`src/rtl/data_mem_access.sv`:
```
// -----------------------------------------------------------------------------
// data_mem_access
//
// Byte-serial data-memory access unit. It accepts one load or store request
// per transaction and splits it into 1/2/4 little-endian byte transfers on a
// shared 8-bit RAM port. Loads return a zero-extended word with a one-cycle
// dataValid pulse. Stores end with a one-cycle dataWriteSuc pulse. The port
// is requested with memReq, and a byte moves only in cycles where memGrant
// was high at the sampling edge.
//
// Ports
//   clockIn       : clock; all state changes on its rising edge
//   resetIn       : synchronous reset, active-low
//   clearIn       : pipeline flush; aborts loads, lets stores finish
//   accessType    : 00 none, 01 byte, 10 half, 11 word (valid one cycle)
//   readWriteIn   : 1 = load, 0 = store
//   dataAddr      : request byte address
//   dataOut       : store data; byte k = dataOut[8k+7:8k]
//   dataValid     : one-cycle pulse, load result on dataIn
//   dataIn        : assembled load data, zero-extended
//   dataWriteSuc  : one-cycle pulse, store fully written
//   memReq        : bus request to the external arbiter
//   memGrant      : arbiter grant for the current cycle
//   memAddr       : RAM byte address
//   memWrite      : 1 = write memDataOut this cycle
//   memDataOut    : RAM write byte
//   memDataIn     : RAM read byte, valid one cycle after its address
//   ioBufferFull  : IO write sink full; stalls stores to the IO window
// -----------------------------------------------------------------------------
module data_mem_access (
  input  logic        clockIn,
  input  logic        resetIn,
  input  logic        clearIn,
  input  logic [1:0]  accessType,
  input  logic        readWriteIn,
  input  logic [31:0] dataAddr,
  input  logic [31:0] dataOut,
  output logic        dataValid,
  output logic [31:0] dataIn,
  output logic        dataWriteSuc,
  output logic        memReq,
  input  logic        memGrant,
  output logic [31:0] memAddr,
  output logic        memWrite,
  output logic [7:0]  memDataOut,
  input  logic [7:0]  memDataIn,
  input  logic        ioBufferFull
);

  typedef enum logic [1:0] {
    IDLE  = 2'd0,
    READ  = 2'd1,
    WRITE = 2'd2,
    DONE  = 2'd3
  } state_t;

  state_t      state;

  // Latched request
  logic [31:0] req_addr;
  logic [31:0] req_data;
  logic [2:0]  req_len;

  // Byte bookkeeping
  logic [2:0]  issue_cnt;   // bytes put on the bus so far
  logic [2:0]  capt_cnt;    // load bytes captured so far
  logic [31:0] load_buf;    // partially assembled load word
  // A read byte returns two edges after it is issued. pend_1 and pend_2
  // track issued reads through that return path.
  logic        pend_1;
  logic        pend_2;

  // Decoded request and per-cycle decisions
  logic [2:0]  req_size;
  logic        can_accept;
  logic        accept_load;
  logic        accept_store;
  logic        io_stall;
  logic        rd_issue;
  logic        wr_issue;
  logic        rd_capture;
  logic        rd_last;
  logic [31:0] issue_addr;
  logic [7:0]  store_byte;
  logic [31:0] captured_word;

  // NOTE: every signal assigned in always_comb gets a default value first,
  // so no path can leave it unassigned and infer a latch.
  always_comb begin
    req_size = 3'd0;
    case (accessType)
      2'b01:   req_size = 3'd1;
      2'b10:   req_size = 3'd2;
      2'b11:   req_size = 3'd4;
      default: req_size = 3'd0;
    endcase
  end

  // A flush drops a load that arrives in the same cycle. A store arriving
  // in that cycle is still taken.
  assign can_accept   = (state == IDLE) || (state == DONE);
  assign accept_load  = can_accept && (req_size != 3'd0) && readWriteIn && !clearIn;
  assign accept_store = can_accept && (req_size != 3'd0) && !readWriteIn;

  // Stores into the IO window (address bits [17:16] == 11) wait while the
  // IO sink is full. memReq stays asserted during the wait.
  assign io_stall   = (req_addr[17:16] == 2'b11) && ioBufferFull;

  assign rd_issue   = (state == READ)  && !clearIn && memGrant && (issue_cnt < req_len);
  assign wr_issue   = (state == WRITE) && memGrant && !io_stall && (issue_cnt < req_len);
  assign rd_capture = (state == READ)  && !clearIn && pend_2;
  assign rd_last    = rd_capture && (capt_cnt == req_len - 3'd1);

  // Byte addresses wrap naturally at 32 bits. Misaligned requests are legal.
  assign issue_addr = req_addr + {29'd0, issue_cnt};

  always_comb begin
    store_byte = req_data[7:0];
    case (issue_cnt[1:0])
      2'd0:    store_byte = req_data[7:0];
      2'd1:    store_byte = req_data[15:8];
      2'd2:    store_byte = req_data[23:16];
      default: store_byte = req_data[31:24];
    endcase
  end

  // load_buf is cleared at accept, so OR-ing in each byte leaves the bytes
  // above the access size at zero.
  assign captured_word = load_buf | ({24'd0, memDataIn} << {capt_cnt, 3'b000});

  // NOTE: sequential state uses non-blocking assignments only. Every
  // register then samples pre-edge values, whatever order the statements
  // appear in below.
  always_ff @(posedge clockIn) begin
    if (!resetIn) begin
      state        <= IDLE;
      req_addr     <= 32'd0;
      req_data     <= 32'd0;
      req_len      <= 3'd0;
      issue_cnt    <= 3'd0;
      capt_cnt     <= 3'd0;
      load_buf     <= 32'd0;
      pend_1       <= 1'b0;
      pend_2       <= 1'b0;
      dataValid    <= 1'b0;
      dataIn       <= 32'd0;
      dataWriteSuc <= 1'b0;
      memReq       <= 1'b0;
      memAddr      <= 32'd0;
      memWrite     <= 1'b0;
      memDataOut   <= 8'd0;
    end else begin
      // Pulse outputs and the write strobe last one cycle unless set below.
      dataValid    <= 1'b0;
      dataWriteSuc <= 1'b0;
      memWrite     <= 1'b0;
      pend_1       <= rd_issue;
      pend_2       <= pend_1;

      case (state)
        IDLE, DONE: begin
          if (accept_load || accept_store) begin
            req_addr  <= dataAddr;
            req_data  <= dataOut;
            req_len   <= req_size;
            issue_cnt <= 3'd0;
            capt_cnt  <= 3'd0;
            load_buf  <= 32'd0;
            pend_2    <= 1'b0;
            memReq    <= 1'b1;
            state     <= accept_load ? READ : WRITE;
          end else begin
            memReq <= 1'b0;
            state  <= IDLE;
          end
        end

        READ: begin
          if (clearIn) begin
            // Abandon the load. Bytes still returning from the RAM are
            // ignored.
            pend_2 <= 1'b0;
            memReq <= 1'b0;
            state  <= IDLE;
          end else begin
            if (rd_issue) begin
              memAddr   <= issue_addr;
              issue_cnt <= issue_cnt + 3'd1;
            end
            if (rd_capture) begin
              load_buf <= captured_word;
              capt_cnt <= capt_cnt + 3'd1;
            end
            if (rd_last) begin
              dataIn    <= captured_word;
              dataValid <= 1'b1;
              memReq    <= 1'b0;
              state     <= DONE;
            end
          end
        end

        WRITE: begin
          // clearIn is deliberately ignored: stores always run to completion.
          if (issue_cnt == req_len) begin
            // Last byte was written at the previous edge.
            dataWriteSuc <= 1'b1;
            memReq       <= 1'b0;
            state        <= DONE;
          end else if (wr_issue) begin
            memAddr    <= issue_addr;
            memWrite   <= 1'b1;
            memDataOut <= store_byte;
            issue_cnt  <= issue_cnt + 3'd1;
          end
        end

        default: begin
          memReq <= 1'b0;
          state  <= IDLE;
        end
      endcase
    end
  end

endmodule

```
`config.mk`:
```
export PLATFORM = sky130hd
export DESIGN_NAME = data_mem_access
export DESIGN_NICKNAME = d
export VERILOG_FILES = /design/src/rtl/data_mem_access.sv
export SDC_FILE = /design/constraint.sdc
export NUM_CORES = 1
export LEC_CHECK = 0
export ABC_AREA = 1
export CORE_ASPECT_RATIO = 1.75
export CORE_MARGIN = 4
export CORE_UTILIZATION = 57
export DETAILED_ROUTE_END_ITERATION = 6
export HOLD_SLACK_MARGIN = 0.06
export PLACE_DENSITY = 0.95
export SLEW_MARGIN = 40
export SYNTH_ARGS = -nofsm -noshare
export SYNTH_HDL_FRONTEND = slang
export SYNTH_SLANG_ARGS = --single-unit
```
`constraint.sdc`:
```
create_clock -name clockIn -period 2.8 [get_ports clockIn]
set_input_delay 0.56 -clock clockIn [delete_from_list [all_inputs] [get_ports clockIn]]
set_output_delay 0.56 -clock clockIn [all_outputs]
set_load 0.05 [all_outputs]
```
**Routed metal, one color a layer**

Scale: 4 px per µm. Two of the layers only.
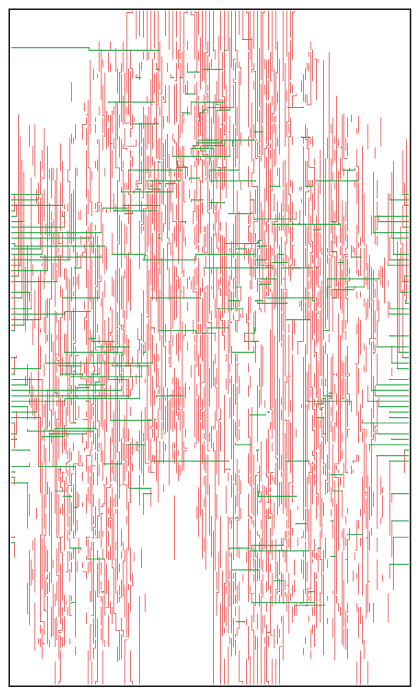
[metal 2] red | wire length: 13600 µm
[metal 3] green | wire length: 1460 µm
final wirelength: 25740 µm
via count: 8601
overall fraction of global-route tracks in use: 0.3054
routed wirelength normalized by instance count: 16.49 µm

**Nets reached from selected ports**

Scale: 2 px per µm.
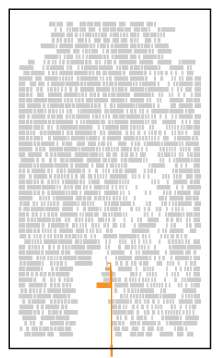
[`memReq`] orange | bits: 1 | direction: output | edge: bottom | end cells: 1 | buffers: 1 | wire: 52.6 µm
count of input and output buffers: 155
Top-Level Pins: 156

==> results.toml <==
# yosys + openroad results
[outcome]
outcome = "finished clean"

[sta]
report.final.hold_viol_count = 0
layout_worst_path_cycle_share = 0.8587
fin_skew_ns = 0.01490
final.min_clock_period_ns = 2.404
timing.slew.headroom = 0.5920
grt_setup_unrepaired = "false"
worst_hold_slack_ns = 0.4292

[yosys]
synth_largest_type_area_fraction = 0.4394
synth-async-reset-ratio = 0
xor_share = 0.007273
post_synth_mux_area_share = 0
chip_area_estimate_from_yosys_synthesis_um2 = 8429
syn_inst = 1237
ys.flops = 185
post_synthesis_cell_type_with_the_largest_combined_area = "sky130_fd_sc_hd__dfxtp_1"
synth_compound_gate_area_share = 0.1679
netlist.top_cell.by_instances = "sky130_fd_sc_hd__nand2_1"
syn-cell-area_um2 = 8429
ys_top_cells_by_count = "331 x sky130_fd_sc_hd__nand2_1, 187 x sky130_fd_sc_hd__a21oi_1, 185 x sky130_fd_sc_hd__dfxtp_1"
post_synth_fa_ha_maj_area_fraction = 0.02464
synth_top_flop_cell = "sky130_fd_sc_hd__dfxtp_1"
biggest_combinational_cell_group_after_synthesis = "simple AND/OR/NAND/NOR gates"

[worst_hold_path]
hp-start = "pend_1$_SDFF_PN0_"
hold_class = "reg -> reg"

[global_routing]
largest_net_degree_at_the_start_of_global_routing = 64
grt_pass1_wl_um = 40950
grt.met1_usage = 0.3051
grt_use_met2 = 0.5534
number_of_global_route_vias_before_repair = 8411
grt_most_used_layer = "met2"
grt_antenna_before_repair = 0

[placement]
routabilityCongestion = 0.9843
dp_worst_setup_slack_ns = 0.2831

[cts]
tritoncts.num_buffers = 17
clk_root_buffer_cell = "sky130_fd_sc_hd__clkbuf_16"
cts.path.max_buffers = 2
clk-insertion-delay-late_ns = 0.43
cts.htree.levels = 4
tritoncts = "built"

[die]
placementRows = 58
init_core_util = 0.5837
vertical_extent_of_the_die_um = 168.9
tap_cells = 180
core_area_um2 = 14440

[route]
postRouteAntennaNets = 0
met2RoutedLength_um = 13630
highest_signal_layer_in_the_routed_design = "met4"
vias_per_cell = 5.510
drt_first_pass_iters = 5
dr_wl_met3_um = 1457

[finish]
antennaDiodeCount = 0
layout.comb_gates.multi_input = 848
flow.area_growth_from_synthesis_pct = 27.09
comb_area_um2 = 3892
largest_class = "logic gates"
drive_above_1_share = 0.04417
layout_top_cells = "331 x sky130_fd_sc_hd__nand2_1, 187 x sky130_fd_sc_hd__a21oi_1, 185 x sky130_fd_sc_hd__dfxtp_1"
layout.cells.non_filler = 1561
design.seq.count = 185
fin_nets = 1464
seq_area_frac = 0.3457
clkCellAreaFrac = 0.05851
finish.utilization = 0.7418
nonClockInverterCount = 144

[setup_path]
rrSetupSlack_ns = 0.40
critPathMaxFanout = 32
timing.critical_path.from_type = "register"
worstSetupPathType = "reg -> reg"
path_delay_family = "simple AND/OR/NAND/NOR gates"
worst_setup_path_startpoint = "issue_cnt[0]$_SDFFE_PN0P_"
worst_r2r_startpoint = "issue_cnt[0]$_SDFFE_PN0P_"
critPathRequiredTime_ns = 3.12
capturing_element_type_of_the_critical_path = "register"
ordered_cell_list_for_the_critical_path = "inv_1 > ha_1 > nand3_1 > inv_1 > a21oi_1 > nand3_4 > buf_12 > nor2_1 > nor2_1"

[power]
switchingPower_mw = 3.826
leakagePower_nw = 4.432
clock_power_share = 0.269
p_comb_frac = 0.362
post-layout-total-power_mw = 9.431
pwr.group.clock_mw = 2.54
power.density_cell_area_nw_per_um2 = 880.4

[flow_run]
log.warning_count = 31
**I/O pins on the die edge**

Scale: 4 px per µm. Pins as bars across the die edge, other pins in gray.
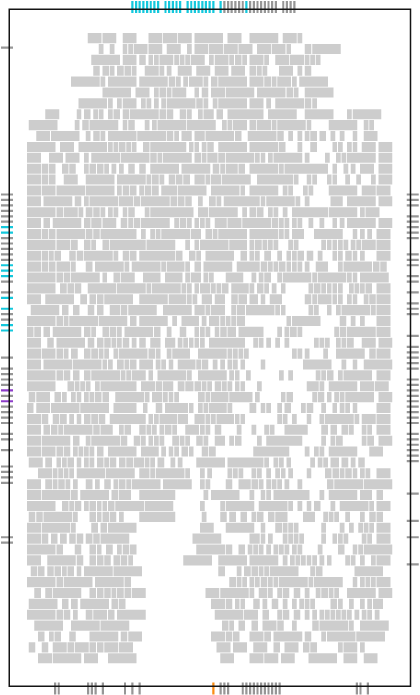
[`dataOut`] cyan | pins: 32 | direction: input | edge: 23 top, 9 left
[`memReq`] orange | pins: 1 | direction: output | edge: bottom
[`accessType`] purple | pins: 2 | direction: input | edge: left
all pins by edge: 46 left, 42 right, 41 top, 27 bottom

